**src/rtl/bpm_avg_engine.sv**
```systemverilog
// Moving-average BPM engine: keeps a ring buffer of recent beat intervals and turns
// their running sum into BPM with a sequential restoring divider.
module bpm_avg_engine #(
    parameter int CNT_W     = 8,
    parameter int BPM_W     = 8,
    parameter int DEPTH     = 4,
    parameter int SAMPLE_HZ = 32,
    parameter int MIN_INT   = 8,
    parameter int MAX_INT   = 96
) (
    input  logic                     clk,
    input  logic                     rst_n,
    input  logic                     en,
    input  logic [CNT_W-1:0]         interval_in,
    input  logic                     interval_valid,
    output logic [BPM_W-1:0]         bpm_value,
    output logic                     bpm_valid,
    input  logic                     bpm_copied,
    output logic                     bpm_overrun,
    output logic                     interval_reject,
    output logic [$clog2(DEPTH):0]   fill_cnt
);

    localparam int PTR_W        = $clog2(DEPTH);
    localparam int FILL_W       = PTR_W + 1;
    localparam int SUM_W        = CNT_W + PTR_W;
    localparam int BPM_PER_BEAT = 60 * SAMPLE_HZ;
    localparam int QW           = $clog2(BPM_PER_BEAT * DEPTH + 1);
    localparam int STEP_W       = $clog2(QW);
    localparam int BPM_MAX      = (1 << BPM_W) - 1;

    localparam logic [CNT_W-1:0]  MIN_V = CNT_W'(MIN_INT);
    localparam logic [CNT_W-1:0]  MAX_V = CNT_W'(MAX_INT);
    localparam logic [FILL_W-1:0] FULL  = FILL_W'(DEPTH);
    localparam logic [QW-1:0]     K_Q   = QW'(BPM_PER_BEAT);

    localparam logic [1:0] S_IDLE = 2'd0;
    localparam logic [1:0] S_LOAD = 2'd1;
    localparam logic [1:0] S_DIV  = 2'd2;
    localparam logic [1:0] S_DONE = 2'd3;

    logic [CNT_W-1:0]  ring [DEPTH];
    logic [PTR_W-1:0]  wr_ptr;
    logic [SUM_W-1:0]  sum;
    logic [CNT_W-1:0]  evicted;
    logic              in_range;
    logic              accept;
    logic              reject;

    logic [1:0]        state;
    logic              pending;
    logic [SUM_W-1:0]  den;
    logic [SUM_W-1:0]  rem;
    logic [QW-1:0]     quo;
    logic [STEP_W-1:0] step;
    logic [SUM_W:0]    rem_sh;
    logic              fits;
    logic [QW-1:0]     numer;
    logic [BPM_W-1:0]  sat_q;
    logic              done_fire;
    logic              copy_now;

    assign in_range  = (interval_in >= MIN_V) && (interval_in <= MAX_V);
    assign accept    = en && interval_valid && in_range;
    assign reject    = en && interval_valid && !in_range;
    assign evicted   = (fill_cnt == FULL) ? ring[wr_ptr] : '0;

    // Numerator is BPM_PER_BEAT scaled by the number of beats in the window.
    assign numer     = K_Q * QW'(fill_cnt);
    assign rem_sh    = {rem, quo[QW-1]};
    assign fits      = rem_sh >= {1'b0, den};
    assign sat_q     = (quo > QW'(BPM_MAX)) ? '1 : quo[BPM_W-1:0];
    assign done_fire = en && (state == S_DONE);
    assign copy_now  = bpm_copied && bpm_valid;

    // NOTE: the ring buffer is cleared on reset so a freshly reset block never
    // reports stale beats; this is a small register file, not an SRAM.
    always_ff @(posedge clk or negedge rst_n) begin
        if (!rst_n) begin
            for (int i = 0; i < DEPTH; i++) ring[i] <= '0;
            wr_ptr          <= '0;
            sum             <= '0;
            fill_cnt        <= '0;
            interval_reject <= 1'b0;
        end else begin
            // NOTE: sequential state uses non-blocking assignments so every flop
            // samples the pre-edge values, independent of statement order.
            interval_reject <= reject;
            if (accept) begin
                ring[wr_ptr] <= interval_in;
                wr_ptr       <= wr_ptr + PTR_W'(1);
                sum          <= sum + SUM_W'(interval_in) - SUM_W'(evicted);
                if (fill_cnt != FULL) fill_cnt <= fill_cnt + FILL_W'(1);
            end
        end
    end

    always_ff @(posedge clk or negedge rst_n) begin
        if (!rst_n) begin
            state       <= S_IDLE;
            pending     <= 1'b0;
            den         <= '0;
            rem         <= '0;
            quo         <= '0;
            step        <= '0;
            bpm_value   <= '0;
            bpm_valid   <= 1'b0;
            bpm_overrun <= 1'b0;
        end else begin
            if (en) begin
                case (state)
                    S_IDLE: begin
                        // LOAD is one edge away, so it already sees a same-edge accept.
                        if (pending) begin
                            state   <= S_LOAD;
                            pending <= 1'b0;
                        end else if (accept) begin
                            pending <= 1'b1;
                        end
                    end
                    S_LOAD: begin
                        den   <= sum;
                        rem   <= '0;
                        quo   <= numer;
                        step  <= STEP_W'(QW - 1);
                        state <= S_DIV;
                        if (accept) pending <= 1'b1;
                    end
                    S_DIV: begin
                        rem <= fits ? SUM_W'(rem_sh - {1'b0, den}) : rem_sh[SUM_W-1:0];
                        quo <= {quo[QW-2:0], fits};
                        if (step == '0) state <= S_DONE;
                        else            step  <= step - STEP_W'(1);
                        if (accept) pending <= 1'b1;
                    end
                    default: begin
                        if (pending || accept) begin
                            state   <= S_LOAD;
                            pending <= 1'b0;
                        end else begin
                            state <= S_IDLE;
                        end
                    end
                endcase
            end

            // A copy on the same edge as a new result acknowledges the old one.
            if (done_fire) begin
                bpm_value <= sat_q;
                bpm_valid <= 1'b1;
                if (copy_now)       bpm_overrun <= 1'b0;
                else if (bpm_valid) bpm_overrun <= 1'b1;
            end else if (copy_now) begin
                bpm_valid   <= 1'b0;
                bpm_overrun <= 1'b0;
            end
        end
    end

endmodule

```
**config.mk**
```make
export PLATFORM = sky130hd
export DESIGN_NAME = bpm_avg_engine
export DESIGN_NICKNAME = d
export VERILOG_FILES = /design/src/rtl/bpm_avg_engine.sv
export SDC_FILE = /design/constraint.sdc
export NUM_CORES = 1
export LEC_CHECK = 0
export CAP_MARGIN = 20
export CORE_ASPECT_RATIO = 2
export CORE_MARGIN = 1
export CORE_UTILIZATION = 35
export DETAILED_ROUTE_END_ITERATION = 10
export GPL_TIMING_DRIVEN = 0
export PLACE_DENSITY = 0.49
export SETUP_SLACK_MARGIN = 0.2
export SYNTH_ARGS = -nofsm -noshare
export SYNTH_HDL_FRONTEND = slang
export SYNTH_SLANG_ARGS = --single-unit
```
**constraint.sdc**
```tcl
create_clock -name clk -period 9.44 [get_ports clk]
set_input_delay 1.416 -clock clk [delete_from_list [all_inputs] [get_ports clk]]
set_output_delay 1.416 -clock clk [all_outputs]
set_load 0.1 [all_outputs]
```
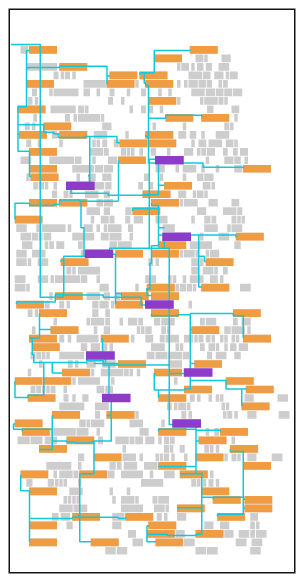
(run_1/clk_routes.png)
[clock drivers] purple | count: 9
[clock wires] cyan | length: 1350 um
[flip-flops] orange | count: 98
flops lie	spread over the die
routed clock nets	10

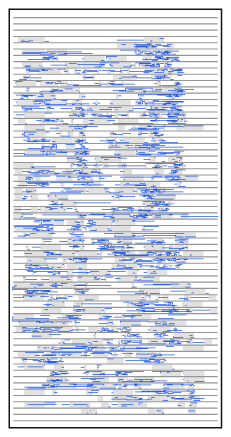
(run_1/layer_met1.png)
Supply wires on this layer in gray.
nets with wire on the layer	613
wire length on this layer	4690 um

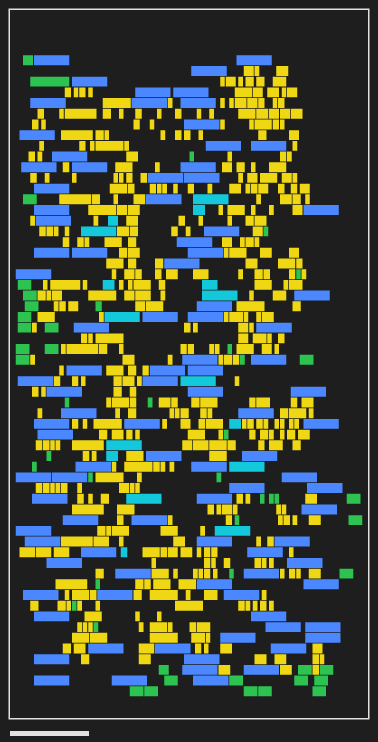
(run_1/placement_by_type.png)
The bar under the picture is 20 um long.
class	color	cells	share of their area
other buffers and delay cells	green	49	6.1%
flops	blue	98	40%
combinational and other logic	yellow	446	49%
clock drivers and dummy loads	cyan	16	4.6%

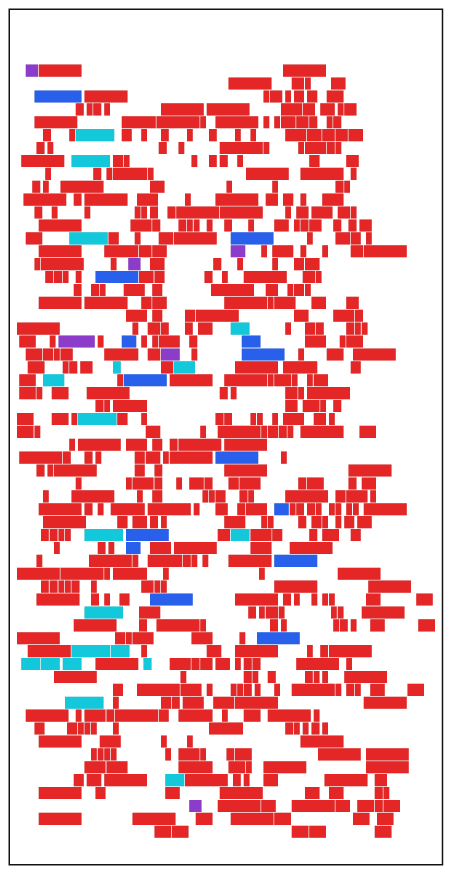
(run_1/sizes.png)
size	color	cells
_0 and _1 cells	red	570
_2 cells	cyan	19
_3 and _4 cells	purple	6
_6 and larger	blue	14

==> run 1: registers in the layout, summed over array words and instances, names as in the netlist, 2 cells and up <==
signal / count
ring: 32
bpm_value: 8
state: 2
quo: 13
fill_cnt: 3
den: 10
sum: 10
wr_ptr: 2
rem: 10
step: 4
==> run 1: worst max path at each step <==
stage                    from         to  depth (start not counted)
2_1_floorplan     fill_cnt[1]     sum[9]                         13
3_3_place_gp            rst_n  bpm_valid                          1
3_5_place_dp   interval_in[4]     sum[9]                         11
4_1_cts        interval_in[4]     sum[9]                         11
5_1_grt        interval_in[4]     sum[9]                         11
6_report       interval_in[4]     sum[9]                         11
==> out/results.ini, run 1 <==
[worst_setup_path]
crit_chain = clkdlybuf4s50_1, inv_1, fa_1, inv_1, ha_1, and3_1, a221oi_1, a21oi_1, or3_1, a21oi_1, xor2_1
reg2reg_from = wr_ptr[0]
critical-path-top-delay-family = adder cells

[finish]
comb_cells = 389
lay_top_cells = 98 x dfrtp_1, 95 x nand2_1, 58 x o21ai_0
seq_area_um2 = 2450
layout.area.comb_um2 = 2800
seq_cells = 98
inverters = 57

[sta]
max_freq_mhz = 236

[clock_tree]
cts_inserted_buffers = 9
cts_setup_buffers = 0

[die]
dieArea_um2 = 16400
io_pins = 27

[run]
log.warning_count = 36

[pwr]
power.density_nw_per_um2 = 396
clk-power_uw = 358
top_power_group = combinational cells
pwr-share-clk_pct = 14.2
power_frac_seq_pct = 27.8
switchingPower_mw = 1.19

[yosys]
synthArstFlopShare_pct = 100
ys_chip_area_um2 = 5550
compound_area_share_pct = 15.0
muxShareOfSynthArea_pct = 5.57

[outcome]
status = finished clean

[drt]
drc = 0

[global_routing]
grt-ovfl-total = 0

==> inputs of run 2 (changes only) <==
- PLACE_DENSITY: 0.49 -> 0.51
- clock period: 9.44 -> 3.88 ns (I/O delays scaled with it)
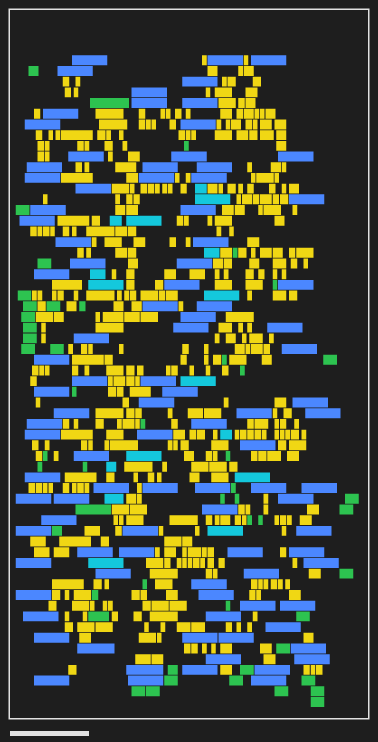
(run_2/placement_by_type.png)
The bar under the picture is 20 um long.
class	color	cells	share of their area
other buffers and delay cells	green	51	6.7%
clock drivers and dummy loads	cyan	16	4.8%
combinational and other logic	yellow	446	49%
flops	blue	98	40%

==> run 2 against run 1 <==
- clock power went up to 2.5 times the previous value
- cell area up 1.2%
- critical endpoint unchanged
- power grew 150%
- worst setup slack lost 4800 ps
- via count decreased by 0.31%
- non-clock buffer count up 2
- highest routed layer unchanged
- die area did not move
- clock-buffer cell count up 1
- critical path depth is 1 higher
- critical path type is now register to register
- final cell count rose by 0.25%
- first-iteration DRC count grew 30%
- hold slack worse by 220 ps
==> out/results.ini, run 2 <==
[outcome]
status = finished clean

[yosys]
synthArstFlopShare_pct = 100
ys_chip_area_um2 = 5550
compound_area_share_pct = 15.0

[die]
dieArea_um2 = 16400
io_pins = 27

[finish]
top_regs = ring x32, quo x13
largest_reg_flops = 32

[clock_tree]
cts_setup_buffers = 0
cts_inserted_buffers = 9

[drt]
drc = 0

[worst_setup_path]
crit_end = sum[9]
crit_chain = buf_8, mux4_2, nor2b_1, fa_1, inv_1, ha_2, and3_1, a221oi_2, a21oi_1, or3_1, a21oi_2, xor2_1
crit_path_start = wr_ptr[0]
reg2reg_from = wr_ptr[0]

[sta]
max_freq_mhz = 285

[global_routing]
grt-ovfl-total = 0

[pwr]
top_power_group = combinational cells
pwr-share-clk_pct = 14.2
clk-power_uw = 895

[run]
log.warning_count = 36

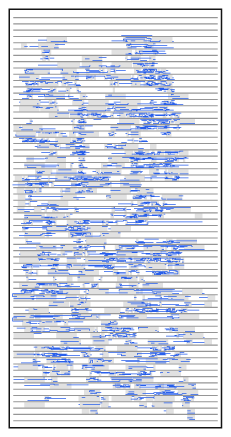
(run_2/layer_met1.png)
Supply wires on this layer in gray.
share of all routed wire	37%
wire length on this layer	4810 um

run 2: cell counts after synthesis:
No cell type changed its count.
run 2: kinds of logic (layout without fill, tap and decap cells):
group,after synthesis,in the layout
DFF,98,98
buffers and inverters,79,124
xor gates and xnor gates,17,17
and+or+nand+nor,171,171
muxes,20,20
AOI/OAI and AO/OA,133,133
adders and majority gates,48,48
run 2: cell type report:
type                    instances  area, um^2  area share [%]
inverters                      57         214            3.32
clock buffers                  10         239            3.71
well taps                     198         248            3.85
plain buffers                  22         100            1.55
repair buffers                 29         318            4.93
flip-flops and latches         98        2450            38.1
multi-input cells             389        2810            43.7
clock inverters                 6        56.3           0.874
==> inputs of run 3 (changes only) <==
- GPL_TIMING_DRIVEN: 0 -> not set
- SLEW_MARGIN: not set -> 5
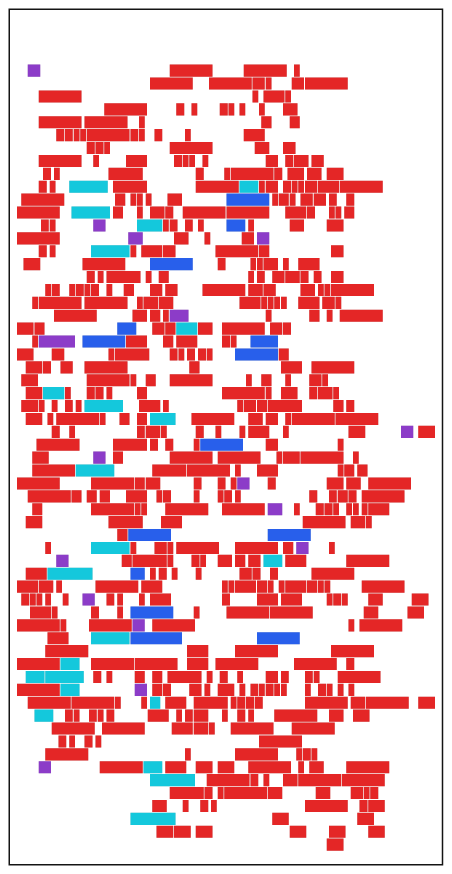
(run_3/sizes.png)
size	color	cells
_0 and _1 cells	red	544
_6 and larger	blue	14
_3 and _4 cells	purple	16
_2 cells	cyan	23

==> run 3 against run 2 <==
- sequential power increased by 2%
- via count decreased by 2.0%
- synthesized cell count unchanged
- register-to-register slack about the same
- first-iteration DRC count increased by 12%
- clock skew decreased by 1.4 ps
- clock power increased by 6.8%
- synthesized area unchanged
- combinational power decreased by 4%
==> out/results.ini, run 3 <==
[yosys]
ys_chip_area_um2 = 5550
yosysMostFrequentCell = dfrtp_1
muxShareOfSynthArea_pct = 5.57
compound_area_share_pct = 15.0
synthArstFlopShare_pct = 100
dominantRegCellSynth = dfrtp_1

[drt]
dr.pass1.iters = 4
wirelength_um = 12500
drc = 0

[die]
io_pins = 27
dieArea_um2 = 16400

[finish]
largest_register = ring
top_regs = ring x32, quo x13
largest_reg_flops = 32
lay_top_cells = 95 x dfrtp_1, 94 x nand2_1, 58 x o21ai_0

[worst_setup_path]
reg2reg_from = wr_ptr[0]
crit_end = sum[9]
critical-path-top-delay-family = simple AND/OR/NAND/NOR gates
crit_buf_inv = 2
cp.depth = 12
crit_path_start = wr_ptr[0]
crit_chain = buf_4, mux4_2, nor2b_1, fa_1, inv_1, ha_1, or4_1, o211ai_1, a21oi_1, or3_1, a21oi_1, xor2_1

[pwr]
power.density_nw_per_um2 = 977

[clock_tree]
cts_inserted_buffers = 9
cts_root_buffer = clkbuf_16

[run]
log.warning_count = 36
drv_cap = 0

[sta]
max_freq_mhz = 284

[outcome]
status = finished clean

[global_routing]
grt-ovfl-total = 0

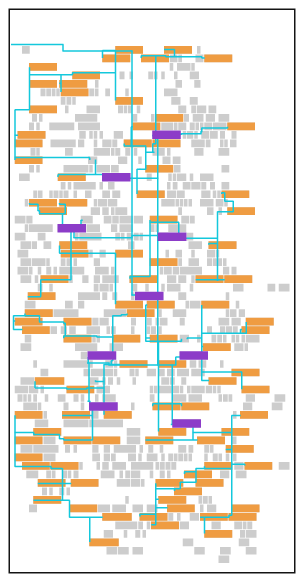
(run_3/clk_routes.png)
[flip-flops] orange | count: 98
[clock drivers] purple | count: 9
[clock wires] cyan | length: 1330 um
flops lie	spread over the die

[run 3: repair_timing]
| action | CTS | global route |
|---|---|---|
| gates resized | 1 | 4 |
| buffers inserted | 0 | 2 |
| endpoints found under the setup margin | 1 | 3 |
| hold endpoints to repair | 0 | 0 |
[run 3: per-layer routing]
layer  track usage [%]  vias up
met4              9.08        0
met3              2.11       40
li1                  -     1996
met1              16.6     1958
met2              31.4       85
met5                 0        -
[run 3: power by group]
part	internal [mW]	switching, mW	leakage [nW]
Sequential	1.43	0.342	1.23
Clock	0.520	0.437	0.157
Combinational	1.38	2.13	1.49
[run 3: layout make-up]
type	count	area [um^2]
Clock buffer	9	225
Clock inverter	7	95.1
Fill cell	1558	8990
Inverter	57	214
Multi-Input combinational cell	389	2810
Sequential cell	98	2460
Tap cell	198	248
Timing Repair Buffer	37	340
Power and IR drop assume default switching activity.
